$ cat src/rtl/pipe_pkg.sv
// Shared types and constants for the skid-buffered pipeline boundary register.
package pipe_pkg;

   typedef enum logic [1:0] {
      EMPTY = 2'd0,
      ONE   = 2'd1,
      FULL  = 2'd2
   } state_t;

   localparam int DEF_LANES  = 32;
   localparam int DEF_LANE_W = 8;
   localparam int DEF_OPW    = 32;
   localparam int DEF_CNT_W  = 16;

   // An entry is {lane data, operand A, operand B}, moved as one unit.
   function automatic int entry_w(input int lanes, input int lane_w, input int opw);
      return lanes * lane_w + 2 * opw;
   endfunction

endpackage

$ cat src/rtl/pipe_stage_skid_if.sv
// Upstream/downstream handshake and data bus of one pipeline boundary.
interface pipe_stage_skid_if
   import pipe_pkg::*;
#(
   parameter int LANES  = DEF_LANES,
   parameter int LANE_W = DEF_LANE_W,
   parameter int OPW    = DEF_OPW
);

   logic                    in_valid;
   logic                    in_ready;
   logic [LANES*LANE_W-1:0] d;
   logic [OPW-1:0]          a;
   logic [OPW-1:0]          b;
   logic                    out_valid;
   logic                    out_ready;
   logic [LANES*LANE_W-1:0] q;
   logic [OPW-1:0]          wire1;
   logic [OPW-1:0]          wire2;

   modport master (
      output in_valid, d, a, b, out_ready,
      input  in_ready, out_valid, q, wire1, wire2
   );

   modport slave (
      input  in_valid, d, a, b, out_ready,
      output in_ready, out_valid, q, wire1, wire2
   );

endinterface

$ cat src/rtl/pipe_entry_reg.sv
// Width-parametrised entry register with load enable and async active-low clear.
module pipe_entry_reg #(
   parameter int W = 8
) (
   input  logic         clk,
   input  logic         rst,
   input  logic         en,
   input  logic [W-1:0] d,
   output logic [W-1:0] q
);

   // NOTE: the data register is reset so a freshly reset stage shows zeros, not X.
   always_ff @(posedge clk or negedge rst) begin
      if (!rst) begin
         q <= '0;
      end else if (en) begin
         q <= d;
      end
   end

endmodule

$ cat src/rtl/pipe_stage_skid.sv
// Pipeline boundary register with valid/ready handshake, 2-entry skid buffer,
// synchronous flush and a saturating stall counter.
module pipe_stage_skid
   import pipe_pkg::*;
#(
   parameter int LANES  = DEF_LANES,
   parameter int LANE_W = DEF_LANE_W,
   parameter int OPW    = DEF_OPW,
   parameter int CNT_W  = DEF_CNT_W
) (
   input  logic              clk,
   input  logic              rst,
   input  logic              flush,
   pipe_stage_skid_if.slave  bus,
   output logic [1:0]        occupancy,
   output logic [CNT_W-1:0]  stall_cnt
);

   localparam int EW = entry_w(LANES, LANE_W, OPW);

   state_t        state;
   logic          in_fire;
   logic          out_fire;
   logic          main_en;
   logic          skid_en;
   logic [EW-1:0] in_entry;
   logic [EW-1:0] main_d;
   logic [EW-1:0] main_q;
   logic [EW-1:0] skid_q;

   // in_ready depends only on registered state, so no path from out_ready.
   assign bus.in_ready  = rst & (state != FULL);
   assign bus.out_valid = (state != EMPTY);
   assign in_fire       = bus.in_valid & bus.in_ready;
   assign out_fire      = bus.out_valid & bus.out_ready;
   assign in_entry      = {bus.d, bus.a, bus.b};
   assign occupancy     = state;

   // NOTE: every always_comb output gets a default first so no latch is inferred.
   always_comb begin
      main_en = 1'b0;
      skid_en = 1'b0;
      main_d  = in_entry;
      if (!flush) begin
         unique case (state)
            EMPTY: main_en = in_fire;
            ONE: begin
               main_en = in_fire & out_fire;
               skid_en = in_fire & ~out_fire;
            end
            FULL: begin
               main_en = out_fire;
               main_d  = skid_q;
            end
            default: ;
         endcase
      end
   end

   pipe_entry_reg #(.W(EW)) u_main (
      .clk (clk),
      .rst (rst),
      .en  (main_en),
      .d   (main_d),
      .q   (main_q)
   );

   pipe_entry_reg #(.W(EW)) u_skid (
      .clk (clk),
      .rst (rst),
      .en  (skid_en),
      .d   (in_entry),
      .q   (skid_q)
   );

   assign {bus.q, bus.wire1, bus.wire2} = main_q;

   // NOTE: sequential state uses non-blocking assignments only.
   always_ff @(posedge clk or negedge rst) begin
      if (!rst) begin
         state     <= EMPTY;
         stall_cnt <= '0;
      end else begin
         if (bus.out_valid && !bus.out_ready && stall_cnt != '1) begin
            stall_cnt <= stall_cnt + CNT_W'(1);
         end
         if (flush) begin
            state <= EMPTY;
         end else begin
            unique case (state)
               EMPTY: if (in_fire) state <= ONE;
               ONE: begin
                  if (in_fire && !out_fire) begin
                     state <= FULL;
                  end else if (!in_fire && out_fire) begin
                     state <= EMPTY;
                  end
               end
               FULL: if (out_fire) state <= ONE;
               default: state <= EMPTY;
            endcase
         end
      end
   end

endmodule
$ cat src/flat_wrapper.sv
// flat-port wrapper written by rule: the top's interface ports become plain ports
module pipe_stage_skid_flat import pipe_pkg::*;
#(
   parameter int LANES  = DEF_LANES,
   parameter int LANE_W = DEF_LANE_W,
   parameter int OPW    = DEF_OPW,
   parameter int CNT_W  = DEF_CNT_W
)
  (clk, rst, flush, occupancy, stall_cnt, bus_in_valid, bus_d, bus_a, bus_b, bus_out_ready, bus_in_ready, bus_out_valid, bus_q, bus_wire1, bus_wire2);
  pipe_stage_skid_if #(.LANES(LANES), .LANE_W(LANE_W), .OPW(OPW)) bus_i ();
  input  logic clk;
  input  logic rst;
  input  logic flush;
  output logic [1:0] occupancy;
  output logic [CNT_W-1:0] stall_cnt;
  input wire logic [$bits(bus_i.in_valid)-1:0] bus_in_valid;
  input wire logic [$bits(bus_i.d)-1:0] bus_d;
  input wire logic [$bits(bus_i.a)-1:0] bus_a;
  input wire logic [$bits(bus_i.b)-1:0] bus_b;
  input wire logic [$bits(bus_i.out_ready)-1:0] bus_out_ready;
  output wire logic [$bits(bus_i.in_ready)-1:0] bus_in_ready;
  output wire logic [$bits(bus_i.out_valid)-1:0] bus_out_valid;
  output wire logic [$bits(bus_i.q)-1:0] bus_q;
  output wire logic [$bits(bus_i.wire1)-1:0] bus_wire1;
  output wire logic [$bits(bus_i.wire2)-1:0] bus_wire2;
  assign bus_i.in_valid = bus_in_valid;
  assign bus_i.d = bus_d;
  assign bus_i.a = bus_a;
  assign bus_i.b = bus_b;
  assign bus_i.out_ready = bus_out_ready;
  assign bus_in_ready = bus_i.in_ready;
  assign bus_out_valid = bus_i.out_valid;
  assign bus_q = bus_i.q;
  assign bus_wire1 = bus_i.wire1;
  assign bus_wire2 = bus_i.wire2;
  pipe_stage_skid #(.LANES(LANES), .LANE_W(LANE_W), .OPW(OPW), .CNT_W(CNT_W)) u_core (.clk(clk), .rst(rst), .flush(flush), .bus(bus_i), .occupancy(occupancy), .stall_cnt(stall_cnt));
endmodule
$ cat config.mk
export PLATFORM = sky130hd
export DESIGN_NAME = pipe_stage_skid_flat
export DESIGN_NICKNAME = d
export VERILOG_FILES = /design/src/rtl/pipe_pkg.sv /design/src/rtl/pipe_stage_skid_if.sv /design/src/rtl/pipe_entry_reg.sv /design/src/rtl/pipe_stage_skid.sv /design/src/flat_wrapper.sv
export SDC_FILE = /design/constraint.sdc
export NUM_CORES = 1
export LEC_CHECK = 0
export CAP_MARGIN = 40
export CORE_AREA = 2 2 259 261
export CTS_CLUSTER_DIAMETER = 80
export DETAILED_ROUTE_END_ITERATION = 12
export DIE_AREA = 0 0 261 263
export PLACE_DENSITY_LB_ADDON = 0.15
export SLEW_MARGIN = 40
export SYNTH_ARGS = -nofsm -noshare
export SYNTH_HDL_FRONTEND = slang
export SYNTH_SLANG_ARGS = --single-unit
$ cat constraint.sdc
create_clock -name clk -period 3 [get_ports clk]
set_input_delay 0.9 -clock clk [delete_from_list [all_inputs] [get_ports clk]]
set_output_delay 0.9 -clock clk [all_outputs]
set_load 0.05 [all_outputs]
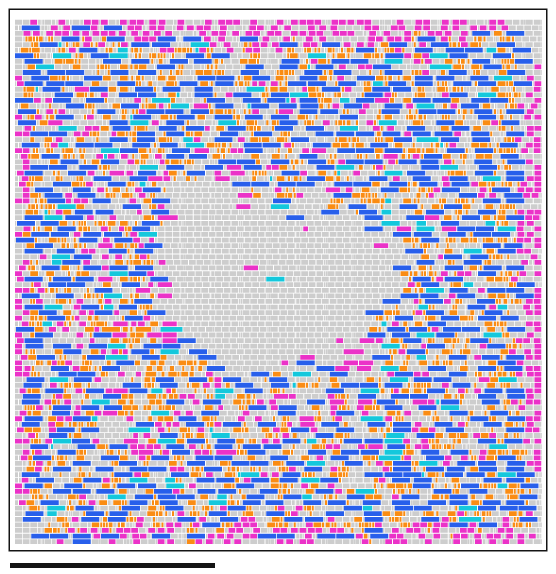
Fig. 1. Placed cells, one color a class.
The bar under the picture is 100 µm long. Fill, decap, tap and diode cells in gray.
| class | color | cells | share of their area |
|---|---|---|---|
| remaining buffers and delay cells | magenta | 754 | 22% |
| registers | blue | 658 | 45% |
| clock drivers and dummy loads | cyan | 130 | 6.9% |
| remaining logic cells | orange | 1,678 | 27% |

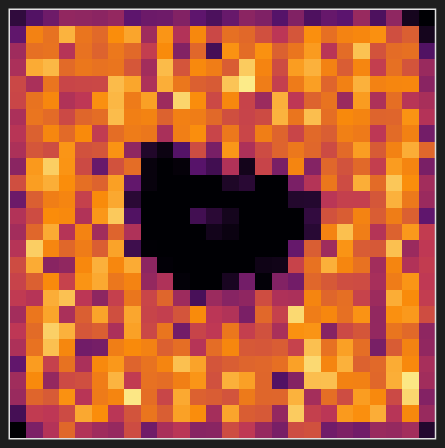
Fig. 2. Local utilization.
The die is cut into 26 by 26 equal tiles; black is low, pale yellow is high, 0 to 100% covered.
tiles over 75% full: 18%
mean over tiles: 54%
emptiest ninth of the die: center
fullest tile: 96%
nearly empty tiles: 7.8%
FP Core Util: 41.7%
Core Util, Final: 57.8%

==> ci_impl_report.md <==
## PnR job results

| Metric | Value |
|---|---|
| Most frequent logic cells in the routed design | `659 x clkdlybuf4s50_1, 658 x dfrtp_1, 646 x nand2_1` |
| Length of routed met2 wiring | `40,600 µm` |
| Sequential group share of total power | `39.8%` |
| Final Wtd Congestion | `0.860` |
| Placed cell count | `3,953` |
| Cell-internal power | `0.0204 W` |
| Most frequent logic cell in the layout | `clkdlybuf4s50_1` |
| Post-synth ARST share | `100%` |
| Net Switching | `0.0105 W` |
| Aggregate global routing overflow | `0` |
| Global-route total usage across every layer | `23.5%` |
| Leading register cell type out of synthesis | `dfrtp_1` |
| First DRT Iteration DRCs | `1,246` |
| Global-route wire length before repair | `126,000 µm` |
| Number of routed nets with antenna violations | `0` |
| Worst hold slack across all endpoints | `365 ps` |
| End of the worst register-to-register path | `u_core.u_skid.q[239]` |
| Portion of total power attributed to the clock network | `30.5%` |
| Met3 GRT Util | `6.45%` |
| Cell family contributing the most delay on the critical path | `buffers and inverters` |
| Total count of hold-check failures in the final report | `0` |
| Number of cells in the finished layout apart from fillers | `4,094` |
| Chip area line of the yosys report | `0.0273 mm²` |
| Pwr top | `registers` |
| Routed met3 length | `5850 µm` |
| Path depth of the worst reg2reg path | `8` |
| Floorplan die area | `0.0686 mm²` |
| Number of gates on the worst path with buffers counted | `1` |
| # nets final | `3,492` |
| H-tree levels | `3` |
| Die W | `261 µm` |
| Hold Buf Count CTS | `0` |
| Adder-cell share of the synthesized area | `0.137%` |
| Clock transition at the register clock pins on the worst setup and hold paths after CTS | `60 ps` |
| Combinational share of power | `29.7%` |
| Worst path slowest cell | `clkdlybuf4s50_1` |
| Run status | `finished clean` |
| CP Class | `reg2out` |
| Total via count in the routed design | `21,200` |
| Share of total power consumed by net switching | `34.0%` |
| Netlist area before placement | `0.0273 mm²` |
| Wire length the detailed router placed on met1 | `32,100 µm` |
| Cell row count | `94` |
| Setup Skew | `22.2 ps` |
| Number of global-route vias before repair | `21,600` |
| Mean cell area of the mapped netlist | `10.9 µm²` |
| Tightest Hold Check Type | `in2async` |
| Fill cells | `5,477` |
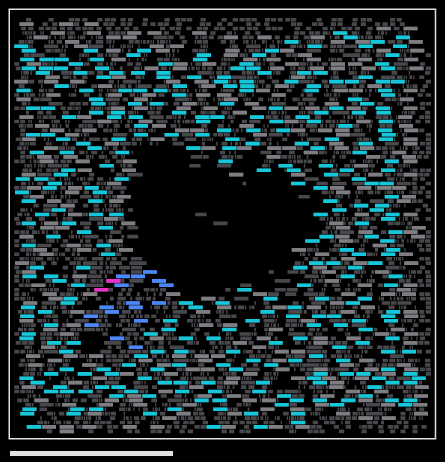
Fig. 3. Register map, names as in the netlist.
The bar under the picture is 100 µm long.
| netlist name | color | placed flops |
|---|---|---|
| u_core.u_skid.q | cyan | 320 |
| u_core.occupancy | magenta | 2 |
| u_core.stall_cnt | blue | 16 |
not colored: 320

through the flow:
step                      setup slack (ps)  power [W]
after global placement                -190     0.0214
after CTS                             70.7     0.0312
after floorplan                        200     0.0179
after global routing                  63.6     0.0323
final                                  130     0.0309
after detailed placement              -205     0.0217
final cells by class:
type	count	area [µm²]	area share, %
sequential	658	16500	43.4
multi-input combinational	1676	9800	25.8
timing repair buffer	754	8000	21.1
clock buffer	105	2210	5.82
tap	864	1080	2.85
clock inverter	25	350	0.923
antenna	10	25.0	0.0660
inverter	2	7.51	0.0198
flip-flops by register name, summed over array words and instances (netlist names):
register and cells:
u_core.u_skid.q 320, u_core.occupancy 2, u_core.stall_cnt 16, u_core.u_main.q 320
Power and IR drop assume default switching activity.
